layer_met1.png
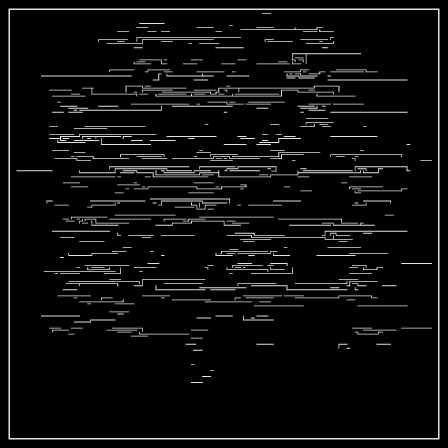
layer_met2.png
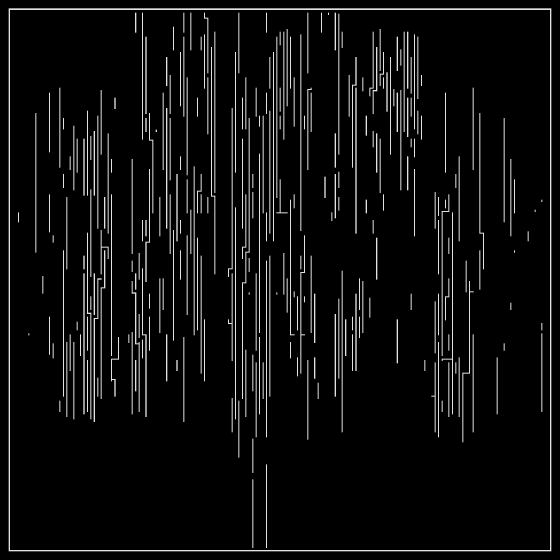
layer_met3.png
Bar = 20 um. Cells faint in the background.
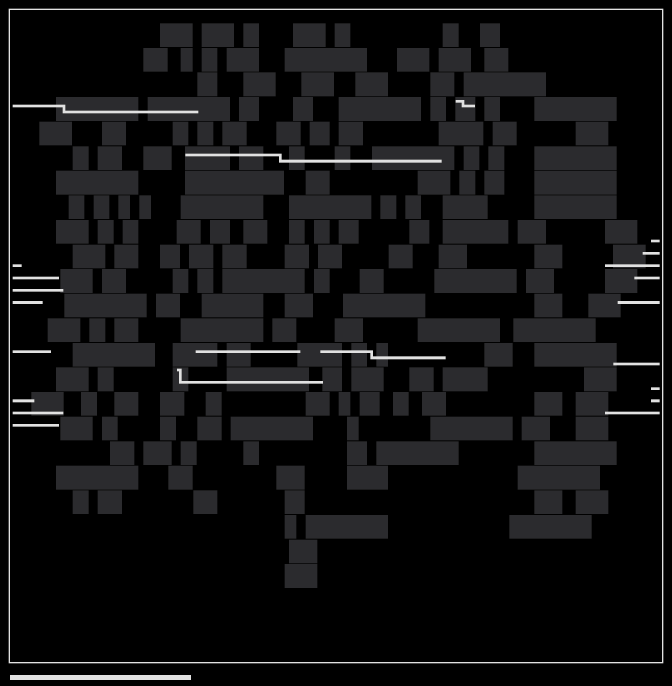
flops_by_reg.png
Bar = 20 um.
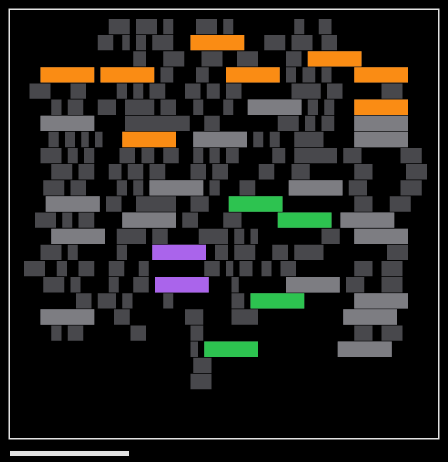
--- src/rtl/bit_serial_adder_if.sv ---
// Operand/result handshake bundle for the bit-serial adder.
// The master drives the operands and accepts the result. The slave is the adder.
interface bit_serial_adder_if #(
    parameter int unsigned NBITS = 8
);
    logic             in_val;
    logic             in_rdy;
    logic [NBITS-1:0] in_a;
    logic [NBITS-1:0] in_b;
    logic             out_val;
    logic             out_rdy;
    logic [NBITS-1:0] out_sum;
    logic             out_cout;

    modport master (
        output in_val, in_a, in_b, out_rdy,
        input  in_rdy, out_val, out_sum, out_cout
    );

    modport slave (
        input  in_val, in_a, in_b, out_rdy,
        output in_rdy, out_val, out_sum, out_cout
    );
endinterface

--- src/rtl/bit_serial_adder.sv ---
// Bit-serial unsigned adder: two half adders plus a carry flop, one bit per cycle LSB-first.
// Operands are taken over a valid/ready handshake, and {cout, sum} is returned over a second one.
module bit_serial_adder #(
    parameter int unsigned NBITS = 8
) (
    input logic               clk,
    input logic               reset,
    bit_serial_adder_if.slave bus_io
);
    localparam int unsigned     CntW    = $clog2(NBITS + 1);
    localparam logic [CntW-1:0] LastCnt = CntW'(NBITS - 1);

    typedef enum logic [1:0] {StIdle, StCalc, StDone} state_e;

    typedef struct packed {
        logic sum;
        logic cout;
    } ha_t;

    function automatic ha_t half_add(input logic x, input logic y);
        ha_t r;
        r.sum  = x ^ y;
        r.cout = x & y;
        return r;
    endfunction

    state_e           state_q;
    logic [NBITS-1:0] a_sr_q;
    logic [NBITS-1:0] b_sr_q;
    logic [NBITS-1:0] result_q;
    logic             carry_q;
    logic [CntW-1:0]  cnt_q;

    ha_t              ha1;
    ha_t              ha2;
    logic             carry_d;
    logic [NBITS-1:0] result_d;

    always_comb begin
        ha1      = half_add(a_sr_q[0], b_sr_q[0]);
        ha2      = half_add(ha1.sum, carry_q);
        carry_d  = ha1.cout | ha2.cout;
        // The new bit enters at the MSB, so after NBITS shifts bit 0 lands at the LSB.
        result_d            = result_q >> 1;
        result_d[NBITS-1]   = ha2.sum;
    end

    always_ff @(posedge clk or posedge reset) begin
        if (reset) begin
            state_q  <= StIdle;
            a_sr_q   <= '0;
            b_sr_q   <= '0;
            result_q <= '0;
            carry_q  <= 1'b0;
            cnt_q    <= '0;
        end else begin
            unique case (state_q)
                StIdle: begin
                    if (bus_io.in_val) begin
                        a_sr_q   <= bus_io.in_a;
                        b_sr_q   <= bus_io.in_b;
                        result_q <= '0;
                        carry_q  <= 1'b0;
                        cnt_q    <= '0;
                        state_q  <= StCalc;
                    end
                end
                StCalc: begin
                    a_sr_q   <= a_sr_q >> 1;
                    b_sr_q   <= b_sr_q >> 1;
                    result_q <= result_d;
                    carry_q  <= carry_d;
                    cnt_q    <= cnt_q + CntW'(1);
                    if (cnt_q == LastCnt) begin
                        state_q <= StDone;
                    end
                end
                StDone: begin
                    if (bus_io.out_rdy) begin
                        state_q <= StIdle;
                    end
                end
                default: state_q <= StIdle;
            endcase
        end
    end

    // The reset state is idle, but the block must not advertise ready while held in reset.
    assign bus_io.in_rdy   = (state_q == StIdle) && !reset;
    assign bus_io.out_val  = (state_q == StDone);
    assign bus_io.out_sum  = result_q;
    assign bus_io.out_cout = carry_q;
endmodule

--- src/flat_wrapper.sv ---
// flat-port wrapper written by rule: the top's interface ports become plain ports
module bit_serial_adder_flat 
#(
    parameter int unsigned NBITS = 8
)
  (clk, reset, bus_io_in_val, bus_io_in_a, bus_io_in_b, bus_io_out_rdy, bus_io_in_rdy, bus_io_out_val, bus_io_out_sum, bus_io_out_cout);
  bit_serial_adder_if #(.NBITS(NBITS)) bus_io_i ();
  input logic clk;
  input logic reset;
  input wire logic [$bits(bus_io_i.in_val)-1:0] bus_io_in_val;
  input wire logic [$bits(bus_io_i.in_a)-1:0] bus_io_in_a;
  input wire logic [$bits(bus_io_i.in_b)-1:0] bus_io_in_b;
  input wire logic [$bits(bus_io_i.out_rdy)-1:0] bus_io_out_rdy;
  output wire logic [$bits(bus_io_i.in_rdy)-1:0] bus_io_in_rdy;
  output wire logic [$bits(bus_io_i.out_val)-1:0] bus_io_out_val;
  output wire logic [$bits(bus_io_i.out_sum)-1:0] bus_io_out_sum;
  output wire logic [$bits(bus_io_i.out_cout)-1:0] bus_io_out_cout;
  assign bus_io_i.in_val = bus_io_in_val;
  assign bus_io_i.in_a = bus_io_in_a;
  assign bus_io_i.in_b = bus_io_in_b;
  assign bus_io_i.out_rdy = bus_io_out_rdy;
  assign bus_io_in_rdy = bus_io_i.in_rdy;
  assign bus_io_out_val = bus_io_i.out_val;
  assign bus_io_out_sum = bus_io_i.out_sum;
  assign bus_io_out_cout = bus_io_i.out_cout;
  bit_serial_adder #(.NBITS(NBITS)) u_core (.clk(clk), .reset(reset), .bus_io(bus_io_i));
endmodule
--- config.mk ---
export PLATFORM = sky130hd
export DESIGN_NAME = bit_serial_adder_flat
export DESIGN_NICKNAME = d
export VERILOG_FILES = /design/src/rtl/bit_serial_adder_if.sv /design/src/rtl/bit_serial_adder.sv /design/src/flat_wrapper.sv
export SDC_FILE = /design/constraint.sdc
export NUM_CORES = 1
export LEC_CHECK = 0
export CELL_PAD_IN_SITES_DETAIL_PLACEMENT = 1
export CELL_PAD_IN_SITES_GLOBAL_PLACEMENT = 1
export CORE_UTILIZATION = 30
export CTS_CLUSTER_DIAMETER = 60
export DETAILED_ROUTE_END_ITERATION = 8
export GPL_ROUTABILITY_DRIVEN = 0
export MAX_ROUTING_LAYER = met4
export PLACE_DENSITY = 0.73
export SYNTH_ARGS = -nofsm -noshare
export SYNTH_HDL_FRONTEND = slang
export SYNTH_SLANG_ARGS = --single-unit
--- constraint.sdc ---
create_clock -name clk -period 1.75 [get_ports clk]
set_input_delay 0.35 -clock clk [delete_from_list [all_inputs] [get_ports clk]]
set_output_delay 0.35 -clock clk [all_outputs]
set_load 0.01 [all_outputs]
==> results.txt <==
Implementation results. The run finished with clean final reports. The cell area that synthesis handed to floorplanning was about 0.0015 mm2. Following the worst setup path forward leads to its endpoint at bus_io_in_rdy. Global routing usage on met1 landed at between 10% and 20%. Summed over all instances, the cell type with the most area after synthesis is dfrtp_1. Fraction of the mapped netlist area in compound gates landed at between 20 and 30%. Summed over its instances, the top area cell type makes up 52.5% of the synthesized netlist area. After the flow finishes, the layout carries non-filler instances totaling ~250.

In this run the full chip footprint comes out at around 0.0052 mm2. The finished cells cover 0.00201 mm2. The most used flip-flop cell after synthesis is dfrtp_1.

Setup repair after global routing left no endpoint under its margin. On the final layout, the worst clock skew is between 0.007 and 0.008 ns. Static leakage power landed at between 0.0008 and 0.0009 uW. Detailed routing placed a total of approximately 150 um of wire on met3. Total of cells resized after clock tree synthesis landed at 2. In this run the layout overhead on the synthesized area is reported as 36.4%. The number of global-route vias before repair is between 1000 and 1500. The highest supply drop recorded on VDD is between 600 and 700 uV. Worst hold slack landed at slightly below 0.5 ns. In this run the top signal layer used is met4. The tree is rooted in a clkbuf_8. The min-delay analysis places its worst path in the category primary input to async pin. The routed layout has 1238 vias. TritonRoute output was used to compute an average wire per cell of 16.1 um. Before placement the cells fill roughly 31% of the core.

Number of synthesized flops with an enable pin landed at 0. Switching share of total power landed at between 30% and 40%. At the worst endpoint, the arrival time is 1.27 ns.

The number of antenna diodes in the final layout is 0. The floorplan has 25 rows. Per the cell usage report, the commonest logic cells after layout are dfrtp_1, clkdlybuf4s50_1, a21oi_1.

Core area landed at about 0.0047 mm2. Final HPWL from detailed placement landed at about 2800 um. The first global-routing pass estimated a little over 6000 um of wire.

Core occupancy in the finished layout landed at between 40 and 50%. Including well taps, the total number of placed cells is around 240. In this run the mean area of a mapped cell was 10.6 um2. Pin slew with the least headroom to its limit landed at 0.415 ns.

Clock tree buffer depth landed at 2. For this run, global-route usage on met3 was measured as 5.00%. The clock tree synthesis step divided the H-tree into 2 levels.

Synthesized netlist cell count landed at approximately 140. Per the synthesis report, the simple-gate share of the synthesized area is between 10% and 20%. Total cell area at the placement stage landed at 0.00188 mm2. For this run, the post-layout net count is 200. Logged for this run, the post-placement worst setup slack is -0.0911 ns. The number of cells on the worst reg-to-reg path is 6. Final setup violation count landed at 0. Largest fanout on the critical path landed at 3. Per the timing report, the achievable frequency comes out to 618 MHz.

STA lists the endpoint of the worst register-to-register path as u_core.a_sr_q[4]$_DFFE_PP0P_. In the power breakdown, the biggest contributor is sequential cells. Flop-to-flop setup slack landed at 0.17 ns. The total overflow left after global routing is 0. First-pass detailed-route iteration total landed at 4. Proportion of power drawn by flip-flops and latches landed at roughly two fifths.

Switching power summed over all nets landed at around 1100 uW. Number of DRC violations after detailed routing landed at 0. Fraction of synthesized cell area in xor and xnor cells landed at 0%. The smallest clock period supported by the final layout is computed as approximately 1.6 ns. Tightest slew margin relative to the limit landed at 72.3%. After the first detailed-routing iteration, the DRC count stood at 52.

Final worst slack landed at around 0.13 ns. Per the skew report, the later register of the worst-skew pair sees a clock latency of roughly 0.29 ns. The routed design shows a via density per instance of about 5.

Per the Yosys statistics, synthesis produced 139 cells. For met2 alone, demand over resource in global routing was about 28%. The vertical die dimension reported for this design is roughly 72 um. Counting only logic cells after layout, the most numerous master is dfrtp_1. TritonCTS built the clock tree.

Summed over all routing layers, the global router reports a total usage of around 17%. STA classifies the critical path endpoint as an output port. After filler insertion, the fill cell instance count of the layout stands at 527.

Cells with a size suffix above 1 make up between 10 and 15% of the layout. Internal power landed at between 2000 and 2500 uW. Clock edge transition at the registers on the reported setup and hold paths landed at around 0.07 ns. Entering global routing, the biggest net connects 32 pins.

Looking at the reg2reg group, the worst path starts from u_core.state_q[1]$_DFFE_PP0P_. Synthesis inferred 31 register bits. Yosys mapped the design onto 24 distinct sky130hd cell types. Per report_power, the Sequential row totals between 1000 and 1500 uW.
-- layer_met1.png (at the start) --
longest straight run: 21.2 um
nets with wire on the layer: 175
wire length on this layer: 1680 um

-- layer_met2.png (at the start) --
main direction: vertical
longest straight run: 28.2 um

-- layer_met3.png (at the start) --
share of all routed wire: 3.8%
nets with wire on the layer: 20

-- flops_by_reg.png (at the start) --
[green] u_core.cnt_q | placed flops: 4 | where: middle
[orange] u_core.a_sr_q | placed flops: 8
[purple] u_core.state_q | placed flops: 2

layout make-up:
class / instances / area [um2] / share of cell area [%]
Timing Repair Buffer: 43 / 395 / 19.6
Clock inverter: 2 / 35.0 / 1.74
Sequential cell: 31 / 776 / 38.5
Inverter: 2 / 7.51 / 0.373
Clock buffer: 6 / 82.6 / 4.10
Multi-Input combinational cell: 95 / 633 / 31.4
Tap cell: 67 / 83.8 / 4.16
sequential cells by signal, indices dropped and copies added (netlist names):
register / cells
u_core.cnt_q: 4
u_core.state_q: 2
u_core.bus_io.out_cout: 1
u_core.a_sr_q: 8
u_core.b_sr_q: 8
u_core.bus_io.out_sum: 8
worst max-delay path, cell delays in order, from the launching register on:
cell	delay (ns)
dfrtp_1	0.38
buf_4	0.15
nor3_1	0.15
dlygate4sd2_1	0.29
No activity file was given, so power comes from the tool's default toggle rates.
